Design shift_register_universal, sky130hd; sources not shown.
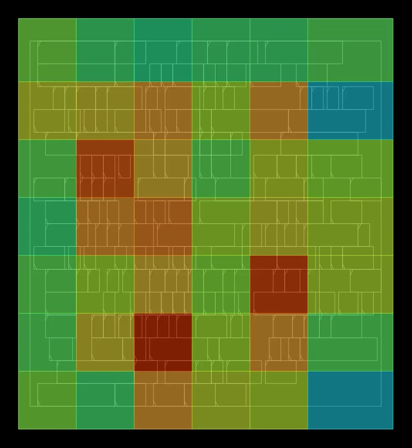
(run_1/congestion_map.png)
core occupancy in the finished layout: 0.745
GR Util met3: 0.0259
met2 global-route usage: 0.414
GR Util All Layers: 0.222

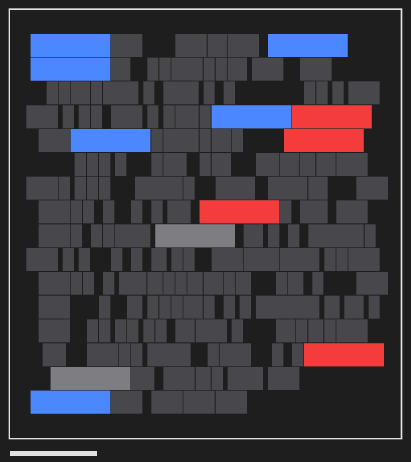
(run_1/ff_map.png)
Bar = 10 um. Other sequential cells in the stronger gray, the rest of the logic in the fainter gray.
Key: red = u_fill_counter/count [sequential cells 4]; blue = par_out [sequential cells 6]
total area of sequential cells: 300 sq um
sequential share of cell area: 0.221
sequential power: 0.233 mW

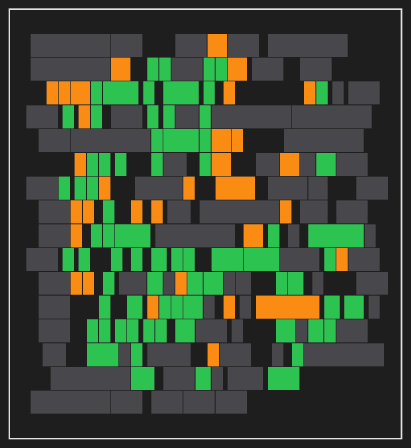
(run_1/gates.png)
Key: green = nand cells [cells 72]; orange = nor cells [cells 32]
count of placed standard cells in the final layout, fillers left out: 202
proportion of cell area occupied by multi-input gates: 0.437
Top cell excl fill/tap: sky130_fd_sc_hd__nand2_1

==> qor.tcl, run 1 <==
set qor(status) {finished clean}
set qor(yosys.stat.chipArea_sq_um) 981
set qor(clock.fmax_mhz) 477
set qor(rsz0062_at_grt) {no}
set qor(leakagePower_nw) 0.659
set qor(hpwl_mm) 1.72
set qor(synth_cells) 141
set qor(worst_path_cell_trace) {inv_1 -> ha_1 -> nand3_4 -> inv_2 -> clkdlybuf4s50_1}
set qor(cellPowerDensity_nw_per_um2) 493
set qor(drt-wirelength-per-cell_um) 10.6
set qor(reg2reg_depth) 6
set qor(max_h_tree_level) 1
set qor(grt_pass1_wl_mm) 3.73
set qor(required_ns) 3.11
set qor(die_height_um) 48.9
set qor(fin_nets) 194
set qor(cts_inserted_buffers) 3
set qor(wl_met2_mm) 1.14
set qor(ys.flop_type) {sky130_fd_sc_hd__dfrtp_1}
set qor(netlist_top_cells_area) {sky130_fd_sc_hd__dfrtp_1 31%, sky130_fd_sc_hd__nand2_1 18%, sky130_fd_sc_hd__nor2_1 8.4%}
set qor(cts.repair.resized) 0
set qor(die_extent_in_x_um) 44.7
set qor(post_dp_cell_area_sq_um) 1320
set qor(clkSlewWorstSetupHoldPaths_ns) 0.08
set qor(yosys.cell_count.top_type) {sky130_fd_sc_hd__nand2_1}
set qor(seq_area_frac_synth) 0.306
set qor(max_slew_violation_count) 0
set qor(postSynth.asyncResetShare) 1.00
set qor(std_cell_rows) 16
set qor(ioPinCount) 32
set qor(cts_root_buffer) {sky130_fd_sc_hd__clkbuf_4}
set qor(maxUsedRoutingLayer) {met4}
set qor(syn_area_per_cell_sq_um) 6.96
set qor(holdWs_ns) 0.445
set qor(stdcell_area_sq_um) 1360
set qor(finalWorstPathRequiredPeriod_ns) 2.10
set qor(firstDrtPassIters) 4
set qor(port-buffer-count) 30
set qor(vias_per_cell) 4.88
set qor(place.gp.congestion) 0.832
set qor(finalClockPeriodUsage) 0.607
set qor(largest_reg_flops) 6
set qor(vias) 986
set qor(synth.cell_area_sq_um) 981
set qor(worst-slew-pin-transition_ns) 0.585
set qor(timing.reg2reg.setup_slack_ns) 2.17
set qor(yosys.cell_types.count) 22
set qor(worst_skew_pair.late_latency_ns) 0.27
set qor(final_layout_size_suffix_gt1_frac) 0.211
set qor(fp.coreArea_sq_um) 1820
set qor(cpMaxStageDelayCell) {sky130_fd_sc_hd__clkdlybuf4s50_1}
set qor(hold_class) {primary input to asynchronous set/reset pin}
set qor(tool_warnings) 27
set qor(worst_ep_arrival_time_ns) 1.75
set qor(endpoint_kind) {output pin}
set qor(routed_wirelength_mm) 2.15
set qor(synth_area_leader_cell) {sky130_fd_sc_hd__dfrtp_1}
set qor(initCoreUtil) 0.538
set qor(pin_count_of_the_biggest_net_entering_global_routing) 13
set qor(grt_pass1_vias) 919
set qor(antenna_violations_before_repair) 0
==> run 1: layout by cell type, fill, tap and decap left out, types with 3 or more instances in the layout <==
master / count
sky130_fd_sc_hd__nand2_1: 48
sky130_fd_sc_hd__clkdlybuf4s50_1: 30
sky130_fd_sc_hd__nor2_1: 22
sky130_fd_sc_hd__dfrtp_1: 12
sky130_fd_sc_hd__inv_1: 8
sky130_fd_sc_hd__nand3_1: 8
sky130_fd_sc_hd__nor2_2: 8
sky130_fd_sc_hd__inv_2: 6
sky130_fd_sc_hd__nand2_4: 5
sky130_fd_sc_hd__nand4_1: 4
sky130_fd_sc_hd__nand3_2: 3
sky130_fd_sc_hd__clkbuf_4: 3
==> run 1: where the power goes <==
group / leakage [nW] / internal, mW / switching, mW
clock: 0.0210 / 0.0640 / 0.0474
sequential: 0.144 / 0.179 / 0.0544
combinational: 0.495 / 0.173 / 0.153
total: 0.659 / 0.416 / 0.254
==> run 1: cell type report <==
class / instances / area [sq um]
sequential: 12 / 300
clock buffer: 4 / 36.3
multi-input combinational: 111 / 593
timing repair buffer: 30 / 300
tap: 27 / 33.8
inverter: 14 / 52.6
buffer: 4 / 41.3
fill: 147 / 464
==> run 1: cells by family (layout without fill, tap and decap cells) <==
group	after synthesis	after routing	synth area share
fa+ha+maj	2	2	0.0255
compound gates	5	5	0.0344
flops	12	12	0.306
simple gates	104	104	0.538
buf+inv	18	52	0.0957
==> run 1: worst max-delay path, delay by kind of cell (launching register included) <==
| family | cells | cell delay, ns |
|---|---|---|
| fa+ha+maj | 1 | 0.21 |
| flops | 1 | 0.44 |
| simple gates | 1 | 0.13 |
| buf+inv | 3 | 0.71 |
==> run 1: metal layers <==
layer,GRT usage,vias to the layer above
met4,0.0707,0
met1,0.250,455
met3,0.0259,4
met2,0.414,21
li1,-,506
met5,0,-
==> run 2, diff against run 1 <==
--- a/config.mk
+++ b/config.mk
@@ -6,14 +6,14 @@
 export NUM_CORES = 1
 export LEC_CHECK = 0
 export ABC_AREA = 1
-export ABC_CLOCK_PERIOD_IN_PS = 3450
+export ABC_CLOCK_PERIOD_IN_PS = 1900
 export CAP_MARGIN = 30
 export CORE_ASPECT_RATIO = 1.1
-export CORE_UTILIZATION = 49
+export CORE_UTILIZATION = 41
 export CTS_CLUSTER_SIZE = 12
 export DETAILED_ROUTE_END_ITERATION = 10
 export GPL_TIMING_DRIVEN = 0
-export PLACE_DENSITY = 0.84
+export PLACE_DENSITY = 0.75
 export SETUP_SLACK_MARGIN = 0.15
 export SLEW_MARGIN = 40
 export SYNTH_ARGS = -nofsm -noshare
==> constraint.sdc (replaced) <==
create_clock -name clk -period 1.9 [get_ports clk]
set_input_delay 0.19 -clock clk [delete_from_list [all_inputs] [get_ports clk]]
set_output_delay 0.19 -clock clk [all_outputs]
set_load 0.01 [all_outputs]
==> run 2 against run 1 <==
Clock power rose by about 40%. Global-route usage fell by 2.9 points. Clock skew fell by 0.0021 ns. Combinational power rose by 94%. Synthesized area did not move. Clock-buffer cell count fell by 1. Non-clock buffer count rose by 2. Register-to-register slack got worse by 1.4 ns. Setup slack got worse by 1.1 ns. Via count fell by 0.30%. Critical endpoint is now u_fill_counter/count[1]. Highest routed layer unchanged.
==> qor.tcl, run 2 <==
set qor(grt_usage) 0.193
set qor(groute.layer.met1.usage) 0.211
set qor(netSwitchingFraction) 0.389
set qor(status) {finished clean}
set qor(leakagePower_nw) 0.681
set qor(max_slew_violation_count) 0
set qor(endpoint_kind) {flip-flop}
set qor(use_met3) 0.0431
set qor(reg2reg_depth) 7
set qor(finalClockPeriodUsage) 0.848
set qor(synth.cell_area_sq_um) 981
set qor(rsz0062_at_grt) {no}
set qor(netlist_top_cells_area) {sky130_fd_sc_hd__dfrtp_1 31%, sky130_fd_sc_hd__nand2_1 18%, sky130_fd_sc_hd__nor2_1 8.4%}
set qor(grt_pass1_vias) 885
set qor(antenna_violations_before_repair) 0
set qor(synth_xor_xnor_area_share) 0
set qor(wl_met2_mm) 1.14
set qor(grtUsageMet2) 0.377
set qor(largest_reg_flops) 6
set qor(place.gp.congestion) 0.778
set qor(mux_area_frac) 0
set qor(cts_root_buffer) {sky130_fd_sc_hd__clkbuf_4}
set qor(die_height_um) 53.3
set qor(post_synth_fa_ha_maj_area_fraction) 0.0255
set qor(yosys.cell_types.count) 22
set qor(finalWorstPathRequiredPeriod_ns) 1.61
set qor(tool_warnings) 28
set qor(seq_area_frac_synth) 0.306
set qor(maxUsedRoutingLayer) {met4}
set qor(yosys.stat.chipArea_sq_um) 981
set qor(firstDrtPassIters) 4
set qor(synth_cells) 141
set qor(grt_pass1_wl_mm) 3.82
set qor(comb_pwr_share) 0.528
set qor(timing.reg2reg.setup_slack_ns) 0.77
set qor(clock_network_fraction_of_design_power) 0.129
set qor(pin_count_of_the_biggest_net_entering_global_routing) 13
set qor(topCombFamilyByArea) {simple AND/OR/NAND/NOR gates}
set qor(initCoreUtil) 0.436
set qor(power_frac_seq) 0.343
set qor(cell_internal_pwr_mw) 0.733
set qor(fin_nets) 196
set qor(p_sw_mw) 0.467
set qor(final_layout_top_logic_cell) {sky130_fd_sc_hd__nand2_1}
set qor(top_cells_by_count) {48 x sky130_fd_sc_hd__nand2_1, 22 x sky130_fd_sc_hd__nor2_1, 12 x sky130_fd_sc_hd__dfrtp_1}
set qor(die_extent_in_x_um) 48.6
set qor(cellPowerDensity_nw_per_um2) 872
set qor(hold_class) {primary input to asynchronous set/reset pin}
set qor(port-buffer-count) 30
set qor(worst_skew_pair.late_latency_ns) 0.27
set qor(post_synth_and_or_nand_nor_area_fraction) 0.538
set qor(clkSlewWorstSetupHoldPaths_ns) 0.07
set qor(synth.yosys.warnings) 6
set qor(worst-slew-pin-transition_ns) 0.589
set qor(required_ns) 2.07
set qor(stdcell_area_sq_um) 1380
set qor(std_cell_rows) 18
set qor(synth_compound_gate_area_share) 0.0344
set qor(ys.flop_type) {sky130_fd_sc_hd__dfrtp_1}
set qor(cts_inserted_buffers) 3
set qor(final_layout_size_suffix_gt1_frac) 0.233
set qor(syn_area_per_cell_sq_um) 6.96
set qor(synth-edff-count) 0
set qor(final_cell_mix) {48 x sky130_fd_sc_hd__nand2_1, 28 x sky130_fd_sc_hd__clkdlybuf4s50_1, 22 x sky130_fd_sc_hd__nor2_1, 12 x sky130_fd_sc_hd__dfrtp_1}
set qor(postSynth.asyncResetShare) 1.00
set qor(fillerInstances) 216
set qor(clock.fmax_mhz) 621
set qor(post_dp_cell_area_sq_um) 1320
set qor(hpwl_mm) 1.69
set qor(yosys.cell_count.top_type) {sky130_fd_sc_hd__nand2_1}
set qor(ioPinCount) 32
set qor(fp.coreArea_sq_um) 2250
set qor(timing.max_cap.violations) 0
set qor(synth_area_leader_cell) {sky130_fd_sc_hd__dfrtp_1}
set qor(vias_per_cell) 4.77
==> run 2: cell counts after synthesis <==
Identical to the previous run, type by type.
==> run 2: per-stage QoR <==
step	util	TNS (ns)	hold slack [ns]
2_1_floorplan	-	0	-0.106
3_3_place_gp	0.586	-0.579	0.550
3_5_place_dp	0.586	-0.644	0.564
4_1_cts	0.610	0	0.310
5_1_grt	0.611	0	0.340
6_report	0.611	0	0.289
==> run 2: timing repair <==
action	in CTS	in global routing
pin swaps	1	0
endpoints found under the setup margin	5	1
hold endpoints to repair	0	0
buffers inserted	2	0
resized	6	1
==> run 2: final cells by class <==
class | instances | area [sq um] | area share
Tap cell | 30 | 37.5 | 0.0273
Timing Repair Buffer | 32 | 317 | 0.230
Clock buffer | 3 | 22.5 | 0.0164
Sequential cell | 12 | 300 | 0.218
Buffer | 4 | 41.3 | 0.0300
Inverter | 14 | 52.6 | 0.0382
Multi-Input combinational cell | 111 | 606 | 0.440
==> run 2: power groups by stage <==
stage	logic, mW	clock network, mW	registers [mW]
after global placement	0.578	0	0.424
after detailed placement	0.590	0	0.428
after CTS	0.642	0.165	0.412
after floorplan	0.292	0	0.443
final	0.634	0.155	0.411
after global routing	0.696	0.177	0.424
==> run 2: worst max-delay path, stage by stage <==
cell and delay [ns]:
sky130_fd_sc_hd__clkdlybuf4s50_1 0.63, sky130_fd_sc_hd__inv_2 0.09, sky130_fd_sc_hd__nand2_2 0.07, sky130_fd_sc_hd__nand3_2 0.10, sky130_fd_sc_hd__a21oi_1 0.38, sky130_fd_sc_hd__nand2_4 0.12
sky130_fd_sc_hd__nor2_1 0.13, sky130_fd_sc_hd__nor2_2 0.05
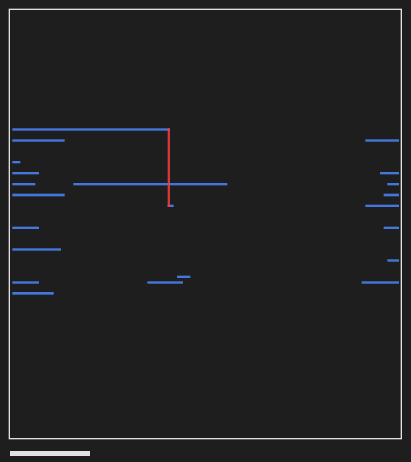
(run_2/layers.png)
Bar = 10 um. Only two layers are drawn.
Key: red = M4 [wire length 9.50 um]; blue = M3 [wire length 98.9 um]
total number of vias: 983
routed wirelength normalized by instance count: 10.4 um
overall routed net length: 2.15 mm

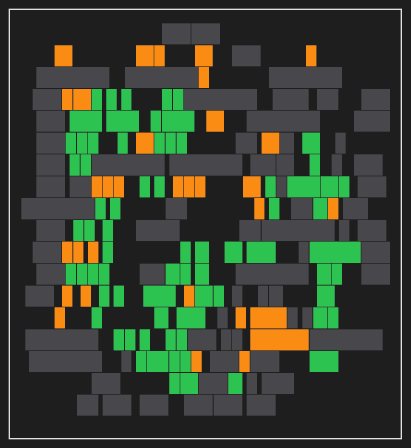
(run_2/gates.png)
Key: green = nand cells [cells 72]; orange = nor cells [cells 32]
count of placed standard cells in the final layout, fillers left out: 206
proportion of cell area occupied by multi-input gates: 0.440

Power is estimated from default activity; no workload was simulated.
